File: src/rtl/gcd_run_ctrl_if.sv
// Register bus shared by the GCD run controller and the argument/result unpacker:
// 64-bit SRAM-style slave port with active-low chip enable, write enable and byte enables.
interface gcd_run_ctrl_if;
  logic        SRAM_CEn;
  logic [7:0]  SRAM_ADDR;
  logic [63:0] SRAM_WDATA;
  logic        SRAM_WEn;
  logic [7:0]  SRAM_WBEn;
  logic [63:0] SRAM_RDATA;

  modport master (
    output SRAM_CEn, SRAM_ADDR, SRAM_WDATA, SRAM_WEn, SRAM_WBEn,
    input  SRAM_RDATA
  );

  modport slave (
    input  SRAM_CEn, SRAM_ADDR, SRAM_WDATA, SRAM_WEn, SRAM_WBEn,
    output SRAM_RDATA
  );
endinterface

File: src/rtl/gcd_run_ctrl.sv
// GCD run controller: start pulse, argument lock, cycle counting with timeout, soft-reset flush,
// status/IRQ. Define GCD_RUN_CTRL_DONE_SYNC_EN to pass DONE through a 2-flop synchronizer.
module gcd_run_ctrl #(
  parameter int          CNT_W           = 32,
  parameter logic [63:0] TIMEOUT_DEFAULT = 64'd1000000,
  parameter int          MASK_CYCLES     = 2,
  parameter int          SRST_CYCLES     = 4
) (
  input  logic         CLK,
  input  logic         RESETn,
  gcd_run_ctrl_if.slave bus,
  input  logic         DONE,
  output logic         GCD_START,
  output logic         GCD_SRSTn,
  output logic         ARG_LOCK,
  output logic         IRQ
);

  localparam int MSK_W  = (MASK_CYCLES < 1) ? 1 : $clog2(MASK_CYCLES + 1);
  localparam int SRST_W = (SRST_CYCLES < 2) ? 1 : $clog2(SRST_CYCLES + 1);
  localparam logic [MSK_W-1:0]  MASK_LOAD  = MSK_W'(MASK_CYCLES);
  localparam logic [SRST_W-1:0] FLUSH_LOAD = SRST_W'(SRST_CYCLES - 1);
  localparam logic [CNT_W-1:0]  TMO_RST    = CNT_W'(TIMEOUT_DEFAULT);

  typedef enum logic [1:0] {
    ST_IDLE   = 2'd0,
    ST_LAUNCH = 2'd1,
    ST_RUN    = 2'd2,
    ST_FLUSH  = 2'd3
  } state_e;

  state_e              state_q, state_d;
  logic [MSK_W-1:0]    mask_q, mask_d;
  logic [SRST_W-1:0]   flush_q, flush_d;
  logic [CNT_W-1:0]    cycles_q, cycles_d;
  logic [CNT_W-1:0]    runs_q, runs_d;
  logic [CNT_W-1:0]    timeout_q, timeout_d;
  logic                done_f_q, done_f_d;
  logic                timeout_f_q, timeout_f_d;
  logic                abort_f_q, abort_f_d;
  logic                start_err_q, start_err_d;
  logic                irq_en_q, irq_en_d;
  logic [63:0]         rdata_q, rdata_d;
  logic                gcd_start_q, srstn_q, arg_lock_q, irq_q;

  logic                done_s;
  logic                bus_hit, bus_wr, bus_rd;
  logic                ctrl_wr, tmo_wr;
  logic                start_p, abort_p, clr_p;
  logic [2:0]          word;
  logic [63:0]         wbe_mask;
  logic [63:0]         rd_word;
  logic [CNT_W-1:0]    cyc_inc;
  logic                tmo_hit;
  logic                unused_bus;

  function automatic logic [CNT_W-1:0] sat_inc(input logic [CNT_W-1:0] v);
    return (&v) ? v : v + CNT_W'(1);
  endfunction

`ifdef GCD_RUN_CTRL_DONE_SYNC_EN
  logic [1:0] done_sync_q;

  always_ff @(posedge CLK or negedge RESETn) begin
    if (!RESETn) begin
      done_sync_q <= 2'b00;
    end else begin
      done_sync_q <= {done_sync_q[0], DONE};
    end
  end

  assign done_s = done_sync_q[1];
`else
  assign done_s = DONE;
`endif

  // Bus decode: only the low 64-byte window hits; writes and pulses act at the sampling edge.
  assign word    = bus.SRAM_ADDR[5:3];
  assign bus_hit = !bus.SRAM_CEn && (bus.SRAM_ADDR[7:6] == 2'b00);
  assign bus_wr  = bus_hit && !bus.SRAM_WEn;
  assign bus_rd  = !bus.SRAM_CEn && bus.SRAM_WEn;
  assign ctrl_wr = bus_wr && (word == 3'd0) && !bus.SRAM_WBEn[0];
  assign tmo_wr  = bus_wr && (word == 3'd2);
  assign start_p = ctrl_wr && bus.SRAM_WDATA[0];
  assign abort_p = ctrl_wr && bus.SRAM_WDATA[1];
  assign clr_p   = ctrl_wr && bus.SRAM_WDATA[3];

  for (genvar i = 0; i < 8; i++) begin : g_wbe
    assign wbe_mask[i*8 +: 8] = {8{~bus.SRAM_WBEn[i]}};
  end

  assign unused_bus = ^{bus.SRAM_ADDR, bus.SRAM_WDATA, wbe_mask};

  assign cyc_inc = sat_inc(cycles_q);
  // A TIMEOUT lowered below the running count can no longer match, so saturation also ends the run.
  assign tmo_hit = (timeout_q != '0) && ((cyc_inc == timeout_q) || (&cyc_inc));

  always_comb begin
    rd_word = '0;
    case (word)
      3'd0:    rd_word[2]   = irq_en_q;
      3'd1:    rd_word[6:0] = {state_q, start_err_q, abort_f_q, timeout_f_q, done_f_q,
                               state_q != ST_IDLE};
      3'd2:    rd_word      = 64'(timeout_q);
      3'd3:    rd_word      = 64'(cycles_q);
      3'd4:    rd_word      = 64'(runs_q);
      default: rd_word      = '0;
    endcase
  end

  always_comb begin
    state_d     = state_q;
    mask_d      = mask_q;
    flush_d     = flush_q;
    cycles_d    = cycles_q;
    runs_d      = runs_q;
    timeout_d   = timeout_q;
    done_f_d    = done_f_q;
    timeout_f_d = timeout_f_q;
    abort_f_d   = abort_f_q;
    start_err_d = start_err_q;
    irq_en_d    = irq_en_q;
    rdata_d     = rdata_q;

    if (bus_rd) begin
      rdata_d = bus_hit ? rd_word : '0;
    end

    if (ctrl_wr) begin
      irq_en_d = bus.SRAM_WDATA[2];
    end

    if (tmo_wr) begin
      timeout_d = (timeout_q & ~wbe_mask[CNT_W-1:0]) |
                  (bus.SRAM_WDATA[CNT_W-1:0] & wbe_mask[CNT_W-1:0]);
    end

    // CLR is applied first so that any flag raised in the same cycle survives.
    if (clr_p) begin
      done_f_d    = 1'b0;
      timeout_f_d = 1'b0;
      abort_f_d   = 1'b0;
      start_err_d = 1'b0;
    end

    if (start_p && (state_q != ST_IDLE)) begin
      start_err_d = 1'b1;
    end

    case (state_q)
      ST_IDLE: begin
        if (start_p) begin
          state_d     = ST_LAUNCH;
          done_f_d    = 1'b0;
          timeout_f_d = 1'b0;
          abort_f_d   = 1'b0;
          cycles_d    = '0;
        end
      end
      ST_LAUNCH: begin
        state_d = ST_RUN;
        mask_d  = MASK_LOAD;
      end
      ST_RUN: begin
        cycles_d = cyc_inc;
        if (mask_q != '0) begin
          mask_d = mask_q - MSK_W'(1);
        end
        if (abort_p) begin
          state_d   = ST_FLUSH;
          abort_f_d = 1'b1;
          flush_d   = FLUSH_LOAD;
        end else if ((mask_q == '0) && done_s) begin
          state_d  = ST_IDLE;
          done_f_d = 1'b1;
          runs_d   = runs_q + CNT_W'(1);
        end else if (tmo_hit) begin
          state_d     = ST_FLUSH;
          timeout_f_d = 1'b1;
          flush_d     = FLUSH_LOAD;
        end
      end
      ST_FLUSH: begin
        if (flush_q == '0) begin
          state_d = ST_IDLE;
        end else begin
          flush_d = flush_q - SRST_W'(1);
        end
      end
      default: state_d = ST_IDLE;
    endcase
  end

  always_ff @(posedge CLK or negedge RESETn) begin
    if (!RESETn) begin
      state_q     <= ST_IDLE;
      mask_q      <= '0;
      flush_q     <= '0;
      cycles_q    <= '0;
      runs_q      <= '0;
      timeout_q   <= TMO_RST;
      done_f_q    <= 1'b0;
      timeout_f_q <= 1'b0;
      abort_f_q   <= 1'b0;
      start_err_q <= 1'b0;
      irq_en_q    <= 1'b0;
      rdata_q     <= '0;
      gcd_start_q <= 1'b0;
      srstn_q     <= 1'b1;
      arg_lock_q  <= 1'b0;
      irq_q       <= 1'b0;
    end else begin
      state_q     <= state_d;
      mask_q      <= mask_d;
      flush_q     <= flush_d;
      cycles_q    <= cycles_d;
      runs_q      <= runs_d;
      timeout_q   <= timeout_d;
      done_f_q    <= done_f_d;
      timeout_f_q <= timeout_f_d;
      abort_f_q   <= abort_f_d;
      start_err_q <= start_err_d;
      irq_en_q    <= irq_en_d;
      rdata_q     <= rdata_d;
      // Core-facing outputs are decoded from next state so they line up with the state register.
      gcd_start_q <= (state_d == ST_LAUNCH);
      srstn_q     <= (state_d != ST_FLUSH);
      arg_lock_q  <= (state_d != ST_IDLE);
      irq_q       <= irq_en_d & (done_f_d | timeout_f_d | abort_f_d);
    end
  end

  assign bus.SRAM_RDATA = rdata_q;
  assign GCD_START      = gcd_start_q;
  assign GCD_SRSTn      = srstn_q;
  assign ARG_LOCK       = arg_lock_q;
  assign IRQ            = irq_q;

endmodule

File: src/flat_wrapper.sv
// flat-port wrapper written by rule: the top's interface ports become plain ports
module gcd_run_ctrl_flat 
#(
  parameter int          CNT_W           = 32,
  parameter logic [63:0] TIMEOUT_DEFAULT = 64'd1000000,
  parameter int          MASK_CYCLES     = 2,
  parameter int          SRST_CYCLES     = 4
)
  (CLK, RESETn, DONE, GCD_START, GCD_SRSTn, ARG_LOCK, IRQ, bus_SRAM_CEn, bus_SRAM_ADDR, bus_SRAM_WDATA, bus_SRAM_WEn, bus_SRAM_WBEn, bus_SRAM_RDATA);
  gcd_run_ctrl_if bus_i ();
  input  logic CLK;
  input  logic RESETn;
  input  logic DONE;
  output logic GCD_START;
  output logic GCD_SRSTn;
  output logic ARG_LOCK;
  output logic IRQ;
  input wire logic [$bits(bus_i.SRAM_CEn)-1:0] bus_SRAM_CEn;
  input wire logic [$bits(bus_i.SRAM_ADDR)-1:0] bus_SRAM_ADDR;
  input wire logic [$bits(bus_i.SRAM_WDATA)-1:0] bus_SRAM_WDATA;
  input wire logic [$bits(bus_i.SRAM_WEn)-1:0] bus_SRAM_WEn;
  input wire logic [$bits(bus_i.SRAM_WBEn)-1:0] bus_SRAM_WBEn;
  output wire logic [$bits(bus_i.SRAM_RDATA)-1:0] bus_SRAM_RDATA;
  assign bus_i.SRAM_CEn = bus_SRAM_CEn;
  assign bus_i.SRAM_ADDR = bus_SRAM_ADDR;
  assign bus_i.SRAM_WDATA = bus_SRAM_WDATA;
  assign bus_i.SRAM_WEn = bus_SRAM_WEn;
  assign bus_i.SRAM_WBEn = bus_SRAM_WBEn;
  assign bus_SRAM_RDATA = bus_i.SRAM_RDATA;
  gcd_run_ctrl #(.CNT_W(CNT_W), .TIMEOUT_DEFAULT(TIMEOUT_DEFAULT), .MASK_CYCLES(MASK_CYCLES), .SRST_CYCLES(SRST_CYCLES)) u_core (.CLK(CLK), .RESETn(RESETn), .bus(bus_i), .DONE(DONE), .GCD_START(GCD_START), .GCD_SRSTn(GCD_SRSTn), .ARG_LOCK(ARG_LOCK), .IRQ(IRQ));
endmodule
File: config.mk
export PLATFORM = sky130hd
export DESIGN_NAME = gcd_run_ctrl_flat
export DESIGN_NICKNAME = d
export VERILOG_FILES = /design/src/rtl/gcd_run_ctrl_if.sv /design/src/rtl/gcd_run_ctrl.sv /design/src/flat_wrapper.sv
export SDC_FILE = /design/constraint.sdc
export NUM_CORES = 1
export LEC_CHECK = 0
export CELL_PAD_IN_SITES_DETAIL_PLACEMENT = 0
export CELL_PAD_IN_SITES_GLOBAL_PLACEMENT = 2
export CORE_ASPECT_RATIO = 0.5
export CORE_MARGIN = 3
export CORE_UTILIZATION = 33
export DETAILED_ROUTE_END_ITERATION = 10
export GPL_ROUTABILITY_DRIVEN = 0
export PLACE_DENSITY_LB_ADDON = 0.2
export SLEW_MARGIN = 10
export SYNTH_ARGS = -nofsm -noshare
export SYNTH_HDL_FRONTEND = slang
export SYNTH_SLANG_ARGS = --single-unit
export TNS_END_PERCENT = 1
File: constraint.sdc
create_clock -name CLK -period 4.7 [get_ports CLK]
set_input_delay 0.94 -clock CLK [delete_from_list [all_inputs] [get_ports CLK]]
set_output_delay 0.94 -clock CLK [all_outputs]
set_load 0.02 [all_outputs]
**Run 1: sequential cells grouped by signal name**

(1.5 px per µm)
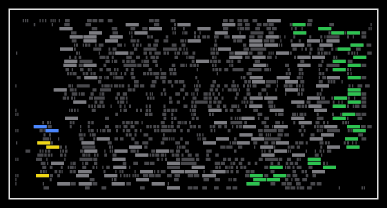
[`u_core.bus.SRAM_RDATA`] green | sequential cells: 32 | where: a vertical strip on the right
[`u_core.mask_q`] blue | sequential cells: 2
[`u_core.flush_q`] yellow | sequential cells: 3
not colored: 107
Register Area: 3610 µm²
Sequential Power: 0.00153 W
Final Core Density: 41.2%

**Run 1: metal layers overlaid**

(2 px per µm)
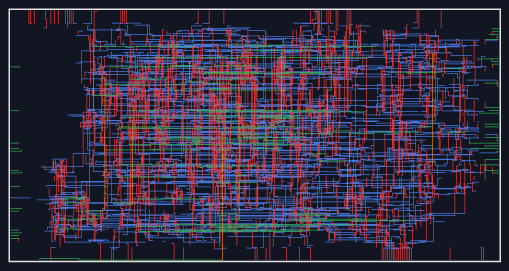
[met2] red | wire length: 12900 µm
[met3] green | wire length: 2630 µm
[met4] orange | wire length: 447 µm
[met1] blue | wire length: 17000 µm

**Run 1: I/O nets highlighted**

(2 px per µm)
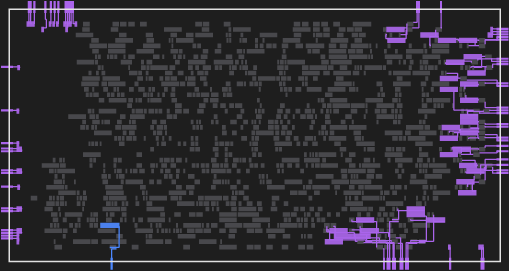
[`GCD_SRSTn`] blue | bits: 1 | direction: output | edge: bottom | end cells: 1 | buffers: 1 | wire: 23.1 µm
[`bus_SRAM_RDATA`] purple | bits: 64 | direction: output | edge: 23 right, 15 top, 14 left, 12 bottom | end cells: 64 | buffers: 32 | wire: 1040 µm

==> impl_metrics.json, run 1 <==
{
  "status": "completed",
  "timing.critical_path.to": "u_core.flush_q[0]",
  "number_of_flops_mapped_to_enable_cells_by_yosys": 0,
  "timing.clock.skew_ns": 0.0113,
  "comb_area_um2": 5290,
  "global_route_wire_length_before_repair_mm": 50.6,
  "totalNegativeSetupSlack_ns": 0,
  "ant_nets": 0,
  "worst-setup-path-type": "reg2reg",
  "most_common_cell_in_the_synthesized_netlist": "sky130_fd_sc_hd__dfrtp_1",
  "tritoncts": "done",
  "cp_slowest_stage_delay_ns": 0.69,
  "cts_post_setup_buffers_inserted": 0,
  "die_area_um2": 30700,
  "seqPwrFrac_pct": 39.1,
  "synth.top_cells.by_count": "sky130_fd_sc_hd__dfrtp_1 (136), sky130_fd_sc_hd__nand2_1 (97), sky130_fd_sc_hd__nor2_1 (86), sky130_fd_sc_hd__o21ai_0 (78), sky130_fd_sc_hd__a21oi_1 (67)",
  "timing.hold.worst.class": "reg2reg",
  "cts.clk_slew.worst_paths_ns": 0.07,
  "synthCells": 1061,
  "areaGrowthSynthToFinish_pct": 19.4,
  "io-pin-count": 153,
  "ys_area_um2": 9400,
  "reg2reg_slack_ns": 0.57,
  "ir_worst_vdd_mv": 0.286,
  "proportion_of_layout_cells_with_a_drive_suffix_above_1_pct": 13.0,
  "ys_seq_elements": 144,
  "crit_fanout": 12,
  "final_max_slew_viol_count": 0,
  "cts_buffer_depth": 2,
  "io_buffer_count": 81,
  "drt_first_iter_violations": 834,
  "min_delay_worst_endpoint": "u_core.runs_q[31]",
  "number_of_vias_after_detailed_routing": 8514,
  "drt_pass1_iterations": 6,
  "ctsHoldBuffers": 0,
  "layoutNonFillerInstCount": 1520,
  "synth.top_cell.area_share_pct": 36.2,
  "post-dp-hpwl_mm": 24.7,
  "worst-slew-pin-transition_ns": 1.16,
  "final.period_utilization_pct": 88.0,
  "placement_stage_cell_area_um2": 10600,
  "maxPowerGroup": "sequential cells",
  "synth.cellmix.compoundShare_pct": 17.5,
  "final_period_minus_worst_setup_slack_ns": 4.13,
  "pg_clk_w": 0.00145,
  "design_power_total_w": 0.00391,
  "total_leakage_power_nw": 4.74,
  "die_h_um": 125,
  "p_int_w": 0.00254,
  "final_critical_path_setup_slack_ns": 0.566,
  "xor_share_pct": 6.37,
  "layout.cells.most_common_list": "sky130_fd_sc_hd__dfrtp_1 (136), sky130_fd_sc_hd__nand2_1 (97), sky130_fd_sc_hd__nor2_1 (86)",
  "path_cells": "nand4_2 > nor4_4 > nor2_1 > a2111oi_0 > nand4_1 > or4_4 > nor4_4 > buf_4 > nor4_1 > nor3_1",
  "ys_sh_adder_pct": 0.665,
  "drc_errors": 0,
  "cts.root.buffer_cell": "sky130_fd_sc_hd__clkbuf_16",
  "finalNetCount": 1223,
  "yosys_cells": 1061,
  "path_depth": 10,
  "synth.cellmix.simpleShare_pct": 22.3,
  "via_per_inst": 5.60,
  "dp.cells": 1488,
  "mux_share_pct": 8.14,
  "timing.critical_path.buf_inv": 1,
  "numCtsBuffers": 17,
  "synthDominantAreaCellType": "sky130_fd_sc_hd__dfrtp_1",
  "preCtsSetupSlack_ns": 0.387,
  "die-width_um": 245,
  "route.detailed.wl_per_inst_um": 21.7,
  "cp-start-kind": "register",
  "finalHoldViolCount": 0,
  "synth.yosys.seq_area_share_pct": 38.4,
  "number_of_endpoints_failing_setup_at_the_final_stage": 0,
  "floorplan.initialDensity_pct": 34.5,
  "relSlewSlack_pct": 22.0,
  "power_per_cell_area_nw_per_um2": 348,
  "depth_of_the_cts_h_tree": 4,
  "cap_violations": 0,
  "pg_comb_w": 0.000929,
  "first_global_vias": 8075,
  "timing.critical_path.arrival_ns": 4.49,
  "filler_cell_count": 2733,
  "grt_max_degree": 79,
  "antenna_cells": 0,
  "swShare_pct": 35.0,
  "slowest_cell_on_the_critical_path": "sky130_fd_sc_hd__nor4_4",
  "cp_data_required_time_ns": 5.06,
  "gr-total-overflow": 0,
  "area_leaders": "sky130_fd_sc_hd__dfrtp_1 (36%), sky130_fd_sc_hd__mux2_2 (4.3%), sky130_fd_sc_hd__o21ai_0 (4.2%)",
  "number_of_antenna_violations_at_the_first_check_in_global_routing": 0,
  "flop_cell": "sky130_fd_sc_hd__dfrtp_1",
  "path_delay_family": "simple AND/OR/NAND/NOR gates"
}
## run 1: cell type report
class | count | share of cell area [%]
clock buffers | 19 | 3.94
well taps | 374 | 4.17
multi-input cells | 824 | 47.1
inverters | 19 | 0.635
clock inverters | 13 | 1.58
flip-flops and latches | 144 | 32.2
repair buffers | 127 | 10.4
## run 1: layer usage
layer	GRT usage (%)	share of wire (%)	up-vias	wire length, µm
met4	6.07	1.4	0	447
met2	28.8	39	298	12900
met3	5.48	8.0	30	2630
li1	-	-	3951	-
met5	0	0	-	0
met1	34.1	52	4235	17000
==> run 2: changes to the inputs <==
Settings changed: SKIP_CTS_REPAIR_TIMING set to 1.
**Run 2: I/O nets highlighted**

(2 px per µm)
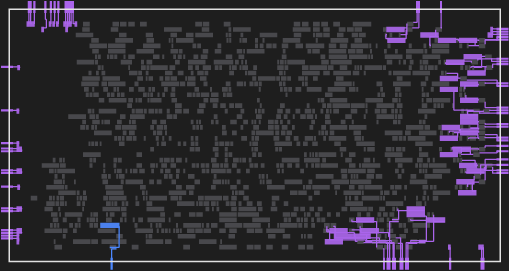
[`GCD_SRSTn`] blue | bits: 1 | direction: output | edge: bottom | end cells: 1 | buffers: 1 | wire: 23.1 µm
[`bus_SRAM_RDATA`] purple | bits: 64 | direction: output | edge: 23 right, 15 top, 14 left, 12 bottom | end cells: 64 | buffers: 32 | wire: 1040 µm

==> run 2 against run 1 <==
  * Critical path depth unchanged
  * Clock skew unchanged
  * Setup slack unchanged
  * Global-route usage unchanged
  * Sequential share of layout area unchanged
  * Via count unchanged
  * First-iteration DRC count unchanged
  * Worst hold slack unchanged
==> impl_metrics.json, run 2 <==
{
  "status": "completed",
  "flop_cell": "sky130_fd_sc_hd__dfrtp_1",
  "drt_first_iter_violations": 834,
  "synth.top_cells.by_count": "sky130_fd_sc_hd__dfrtp_1 (136), sky130_fd_sc_hd__nand2_1 (97), sky130_fd_sc_hd__nor2_1 (86), sky130_fd_sc_hd__o21ai_0 (78), sky130_fd_sc_hd__a21oi_1 (67)",
  "floorplan.initialDensity_pct": 34.5,
  "relSlewSlack_pct": 22.0,
  "r2r.worst_path.cells": 10,
  "layout.cells.most_common_list": "sky130_fd_sc_hd__dfrtp_1 (136), sky130_fd_sc_hd__nand2_1 (97), sky130_fd_sc_hd__nor2_1 (86)",
  "yosys_cells": 1061,
  "number_of_antenna_violations_at_the_first_check_in_global_routing": 0,
  "timing.clock.skew_ns": 0.0113,
  "seq_area_um2": 3610,
  "path_cells": "nand4_2 > nor4_4 > nor2_1 > a2111oi_0 > nand4_1 > or4_4 > nor4_4 > buf_4 > nor4_1 > nor3_1",
  "drc_errors": 0,
  "cts.clk_slew.worst_paths_ns": 0.07,
  "route.met3.wl_mm": 2.63,
  "largestClassByArea": "logic gates",
  "final_max_slew_viol_count": 0,
  "first_global_vias": 8075,
  "use_met1_pct": 34.1,
  "areaGrowthSynthToFinish_pct": 19.4,
  "synthDominantAreaCellType": "sky130_fd_sc_hd__dfrtp_1",
  "grt_util_met3_pct": 5.48,
  "ir_worst_vdd_mv": 0.286,
  "tritoncts": "done",
  "synth.top_cell.area_share_pct": 36.2,
  "finalHoldViolCount": 0,
  "ant_nets": 0,
  "design_power_total_w": 0.00391,
  "ys_top_logic_family": "simple AND/OR/NAND/NOR gates",
  "placement_stage_cell_area_um2": 10600,
  "grt_max_degree": 79,
  "slowest_cell_on_the_critical_path": "sky130_fd_sc_hd__nor4_4",
  "mux_share_pct": 8.14,
  "post-dp-hpwl_mm": 24.7,
  "worst-setup-path-type": "reg2reg",
  "ys_sh_adder_pct": 0.665,
  "n_clock_buffer": 19,
  "final.signal_inverter_count": 19,
  "proportion_of_layout_cells_with_a_drive_suffix_above_1_pct": 13.0,
  "ff_count": 144,
  "routing_usage_on_met2_pct": 28.8,
  "tapCellCount": 374,
  "timing.critical_path.arrival_ns": 4.49,
  "number_of_flops_mapped_to_enable_cells_by_yosys": 0,
  "cp-start-kind": "register",
  "reg2reg_slack_ns": 0.57,
  "preCtsSetupSlack_ns": 0.387,
  "crit_fanout": 12,
  "cts_buffer_depth": 2,
  "synth.yosys.seq_area_share_pct": 38.4,
  "cp_slowest_stage_delay_ns": 0.69,
  "layout.buffer.nonclock.area_share_pct": 10.4,
  "area_leaders": "sky130_fd_sc_hd__dfrtp_1 (36%), sky130_fd_sc_hd__mux2_2 (4.3%), sky130_fd_sc_hd__o21ai_0 (4.2%)",
  "dp.cells": 1488,
  "via_per_inst": 5.60,
  "drt_pass1_iterations": 6,
  "depth_of_the_cts_h_tree": 4,
  "path_delay_family": "simple AND/OR/NAND/NOR gates",
  "timing.hold.worst.class": "reg2reg",
  "final.period_utilization_pct": 88.0,
  "swShare_pct": 35.0,
  "synthCells": 1061,
  "timing.critical_path.buf_inv": 1,
  "ys_area_um2": 9400,
  "p_int_w": 0.00254,
  "ys_seq_elements": 144,
  "seqPwrFrac_pct": 39.1,
  "multi_input_gate_share_of_total_cell_area_pct": 47.1,
  "pg_clk_w": 0.00145,
  "number_of_endpoints_failing_setup_at_the_final_stage": 0,
  "final_period_minus_worst_setup_slack_ns": 4.13,
  "final_core_density_pct": 41.2,
  "dr_wl_met2_mm": 12.9,
  "layoutNonFillerInstCount": 1520,
  "path_depth": 10,
  "global_route_wire_length_before_repair_mm": 50.6,
  "filler_cell_count": 2733,
  "drt-met1-wl_mm": 17.0,
  "cts.root.buffer_cell": "sky130_fd_sc_hd__clkbuf_16",
  "route.detailed.wl_per_inst_um": 21.7,
  "final-clk-cell-share_pct": 5.53,
  "gr-total-overflow": 0,
  "finalNetCount": 1223,
  "pg_comb_w": 0.000929,
  "die-width_um": 245,
  "io-pin-count": 153,
  "pwr-share-clk_pct": 37.2,
  "comb_area_um2": 5290,
  "antenna_cells": 0,
  "worst-slew-pin-transition_ns": 1.16,
  "busiest_layer": "met1",
  "totalNegativeSetupSlack_ns": 0,
  "number_of_vias_after_detailed_routing": 8514,
  "min_delay_worst_endpoint": "u_core.runs_q[31]",
  "most_common_cell_in_the_synthesized_netlist": "sky130_fd_sc_hd__dfrtp_1",
  "total_leakage_power_nw": 4.74,
  "die_area_um2": 30700,
  "die_h_um": 125,
  "final_critical_path_setup_slack_ns": 0.566,
  "signal_buffers": 127,
  "cell_type_count": 76,
  "synth.cellmix.compoundShare_pct": 17.5,
  "numCtsBuffers": 17,
  "sequential_power_w": 0.00153,
  "logic_gate_count": 824,
  "cap_violations": 0,
  "maxPowerGroup": "sequential cells",
  "io_buffer_count": 81,
  "sequential_share_of_cell_area_pct": 32.2,
  "power_per_cell_area_nw_per_um2": 348,
  "topRoutingLayerUsed": "met4",
  "xor_share_pct": 6.37,
  "cp_data_required_time_ns": 5.06,
  "synth.cellmix.simpleShare_pct": 22.3
}
**Run 2: metal layers overlaid**

(2 px per µm)
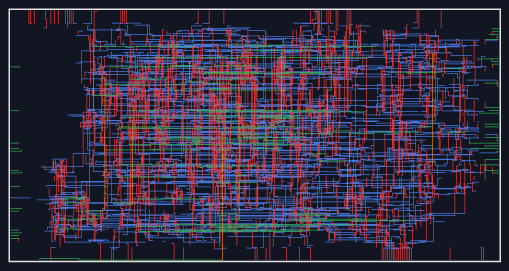
[met2] red | wire length: 12900 µm
[met3] green | wire length: 2630 µm
[met1] blue | wire length: 17000 µm
[met4] orange | wire length: 447 µm

run 2: cell counts after synthesis:
Identical to the previous run, type by type.
run 2: kinds of logic (layout without fill, tap and decap cells):
family	Yosys count	after routing
AND-OR/OR-AND	259	259
XOR/XNOR	66	66
adder cells (fa/ha/maj)	5	5
buffers and inverters	124	178
flip-flops	144	144
multiplexers	72	72
other	1	32
AND/OR/NAND/NOR	390	390
run 2: how the worst max path moves through the flow:
| stage | endpoint | slack [ns] |
|---|---|---|
| after detailed placement | u_core.runs_q[24] | 0.39 |
| after CTS | u_core.flush_q[0] | 0.63 |
| final | u_core.flush_q[0] | 0.57 |
| after global placement | u_core.runs_q[24] | 0.45 |
| after global routing | u_core.flush_q[0] | 0.39 |
| after floorplan | u_core.runs_q[27] | 1.04 |
Power figures rest on the tool's default switching activity, not on a simulated workload.
